Design mcu_debug_responder, sky130hd; sources not shown.
Fig. 1: zoomed window
Region (95, 95) to (145, 145) microns. Cells in gray, sequential cells in the stronger gray; small squares are vias.
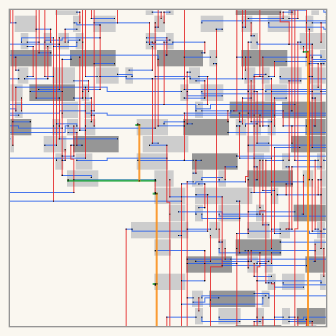
Key: green = met3; blue = met1; red = met2; orange = met4
Most frequent: nand2_1 (37), a21oi_1 (19). 104 logic cells have their middle in the window. Sequential cells in the window: 17.

Fig. 2: the metal 4 layer
(2 px per micron) Supply wires on this layer in gray.
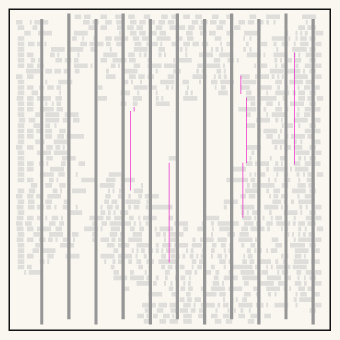
The layer carries 216 microns of wire. The longest straight run is 55.8 microns. 3 nets have wire on it. The wires run mostly vertical.
via count: 5185
WL final: 19.3 mm

Fig. 3: pin map
(2 px per micron) Pins as bars across the die edge, other pins in gray.
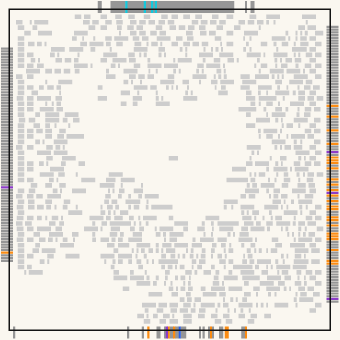
Key: blue = i_mem_wr [pins 1, direction input, edge south]; orange = o_mem_addr [pins 32, direction output, edge 24 east, 7 south, 1 west]; cyan = o_mem_be [pins 4, direction output, edge north]; purple = o_rf_addr [pins 5, direction output, edge 3 east, 1 west, 1 south]
Chip Width: 160 microns
die height: 160 microns
IO Port Bufs: 279

Fig. 4: M3 wires
(3 px per micron)
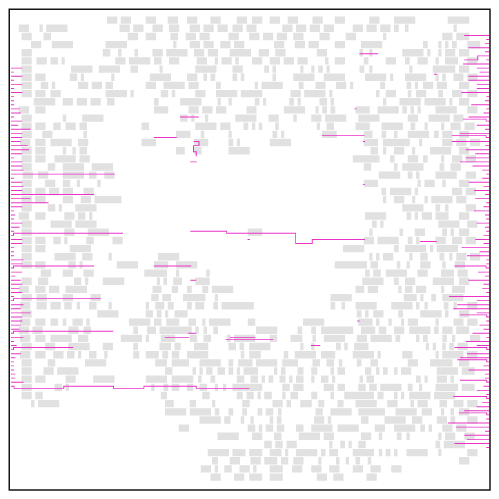
The layer carries 1150 microns of wire. The longest straight run is 36.3 microns.
M3 GR Usage: 4.34%

Fig. 5: the clock network
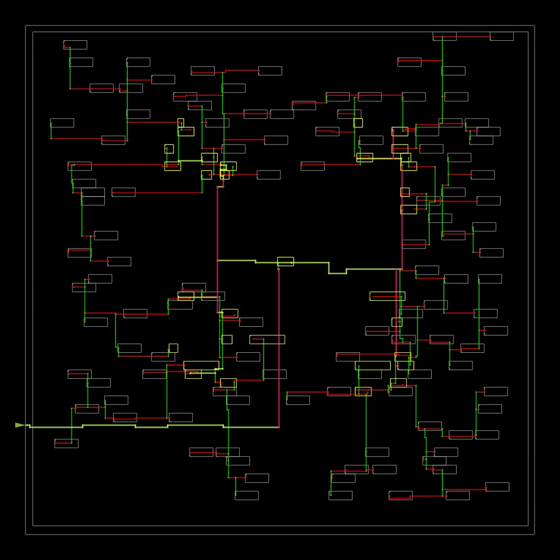
clock buffers: 18
clock sink count: 118
Num CTS Buffers: 17
clk pwr: 0.00227 W

==> Changelog: implementation <==
## Flow update

- Gate Area: 2350 sq um
- Sw Ratio: 27.5%
- Worst-path clk slew: 0.07 ns
- P_sw: 0.00161 W
- Slew at the pin closest to its max-slew limit: 0.545 ns
- Final worst clock skew: 0.0125 ns
- Reg area: 2360 sq um
- Top Layer Used: met4
- Max Slew Vio Count: 0
- Layout area overhead: 76.7%
- Met2 Track Usage GR: 23.2%
- Clk root buf: clkbuf_8
- WP depth: 8
- Startpoint types: input pin
- Comb. pwr: 0.00124 W
- Top power group: registers
- Leak pwr: 3.46 nW
- Post-route ant nets: 0
- Non-filler instance count after layout: 1222
- Gp weighted congestion: 0.773
- Worst-skew pair later-pin latency: 0.43 ns
- Commonest Layout Cell: clkdlybuf4s50_1
- H-tree Lvls: 4
- Pwr/cell area: 649 nW/um^2
- Final Hold Viols: 0
- Chip area in the Yosys report: 5100 sq um
- Crit path capture type: flip-flop
- Crit path buffers/inverters: 2
- Main flop type: dfxtp_1
- DR pass1 iterations: 4
- Final Power: 0.00584 W
- Max VDD drop: 0.335 mV
- Starting density of the core: 21.1%
- Nets: 1026
- Die area: 25500 sq um
- Area after DPL: 8220 sq um
- Grt ovf: 0
- Number of enable flip-flop cells: 0
- Post-route minimum period: 2.01 ns
- Hold depth: 3
- Starting DRC count in detailed routing: 168
- Final Instance Area: 9010 sq um
- Placed cell count: 1179
- Boundary pin count: 283
- Gate power share: 21.2%
- Met2 wire length: 9.15 mm
- # setup viols final: 0
- Crit path max-delay cell type: or4_4
- Crit path cell chain: clkdlybuf4s50_1, nor4b_1, buf_4, nand4_1, o2bb2ai_4, nand3_2, or4_4, nor3_2
- DR WL/cell: 15.8 microns
- Most frequent cells in the layout: 204 x clkdlybuf4s50_1, 138 x nand2_1, 117 x dfxtp_1
- Gr busiest metal: met2
- Syn_area_per_cell: 8.37 sq um
- Class of the worst hold path: input pin to flip-flop
- Worst r2r path cells: 6
- Met3 Wirelength: 1.15 mm
- Met1 global-route usage: 17.7%
- Post-synth seq share: 46.4%
- Layout cells sized above 1: 12.5%
- First-pass GRT wire length: 28.2 mm
- Sequential power share: 39.9%
- Max_cap viols: 0
- Vias per cell: 4.24
- Vias in the first global route: 5131
- DRC Markers: 0
- Total tool warning count: 30
- Status: finished, final reports clean
- Flops after synth: 118
- Post-synthesis cell area: 5100 sq um
- WL met1: 8.77 mm
- N_diodes: 0
- Ys Warns: 0
- Internal power: 0.00423 W
- Clock Tree Buf Depth: 2
- Worst setup path class: input pin to flip-flop
- R2R Setup Slk: 0.24 ns
- Worst EP arrival: 2.36 ns
- RSZ-0062 raised after global routing: true
- # fillers: 2849
- Async set-reset flop share out of synthesis: 0%
- Largest net degree at the start of global routing: 114
- Pre-CTS setup slack: -0.721 ns
- Initial antenna violation count: 0
layout make-up:
type | instances | share of cell area [%]
Inverter | 4 | 0.167
Sequential cell | 118 | 26.2
Clock buffer | 18 | 2.75
Tap cell | 324 | 4.50
Multi-Input combinational cell | 409 | 26.1
Clock inverter | 14 | 2.19
Timing Repair Buffer | 335 | 38.1
logic make-up (layout without fill, tap and decap cells):
| kind of cell | count (synthesis) | count (layout) | share of synthesized area, % |
|---|---|---|---|
| and+or+nand+nor | 246 | 246 | 20.9 |
| AOI/OAI and AO/OA | 122 | 122 | 14.9 |
| DFF | 118 | 118 | 46.4 |
| buffers and inverters | 83 | 371 | 10.2 |
| muxes | 33 | 33 | 6.48 |
| xor gates and xnor gates | 4 | 4 | 0.687 |
| adders and majority gates | 2 | 2 | 0.491 |
| other | 1 | 2 | 0.0736 |
per-stage QoR:
| stage | util, % | hold WS (ns) | setup TNS, ns |
|---|---|---|---|
| 2_1_floorplan | - | 0.399 | -107.30 |
| 3_3_place_gp | 34.1 | 0.443 | -16.58 |
| 3_5_place_dp | 34.1 | 0.446 | -20.44 |
| 4_1_cts | 36.0 | 0.186 | -0.624 |
| 5_1_grt | 37.4 | 0.175 | 0 |
| 6_report | 37.4 | 0.215 | 0 |
cells in the mapped netlist, types with 3 or more instances:
master,count,share of area [%]
nand2_1,138,10
dfxtp_1,118,46
a21oi_1,74,7.3
nor2_1,59,4.3
buf_4,50,7.4
a211oi_1,33,4.9
mux2i_1,33,6.5
clkbuf_1,19,1.4
buf_2,9,0.88
nand3_1,8,0.79
nor2b_1,7,0.86
nor4_1,7,0.86
inv_1,4,0.29
nand2b_1,4,0.49
nor3_1,4,0.39
or3_1,4,0.49
xor2_1,4,0.69
nand3b_1,3,0.44
o21ai_0,3,0.29
Power is estimated from default activity; no workload was simulated.
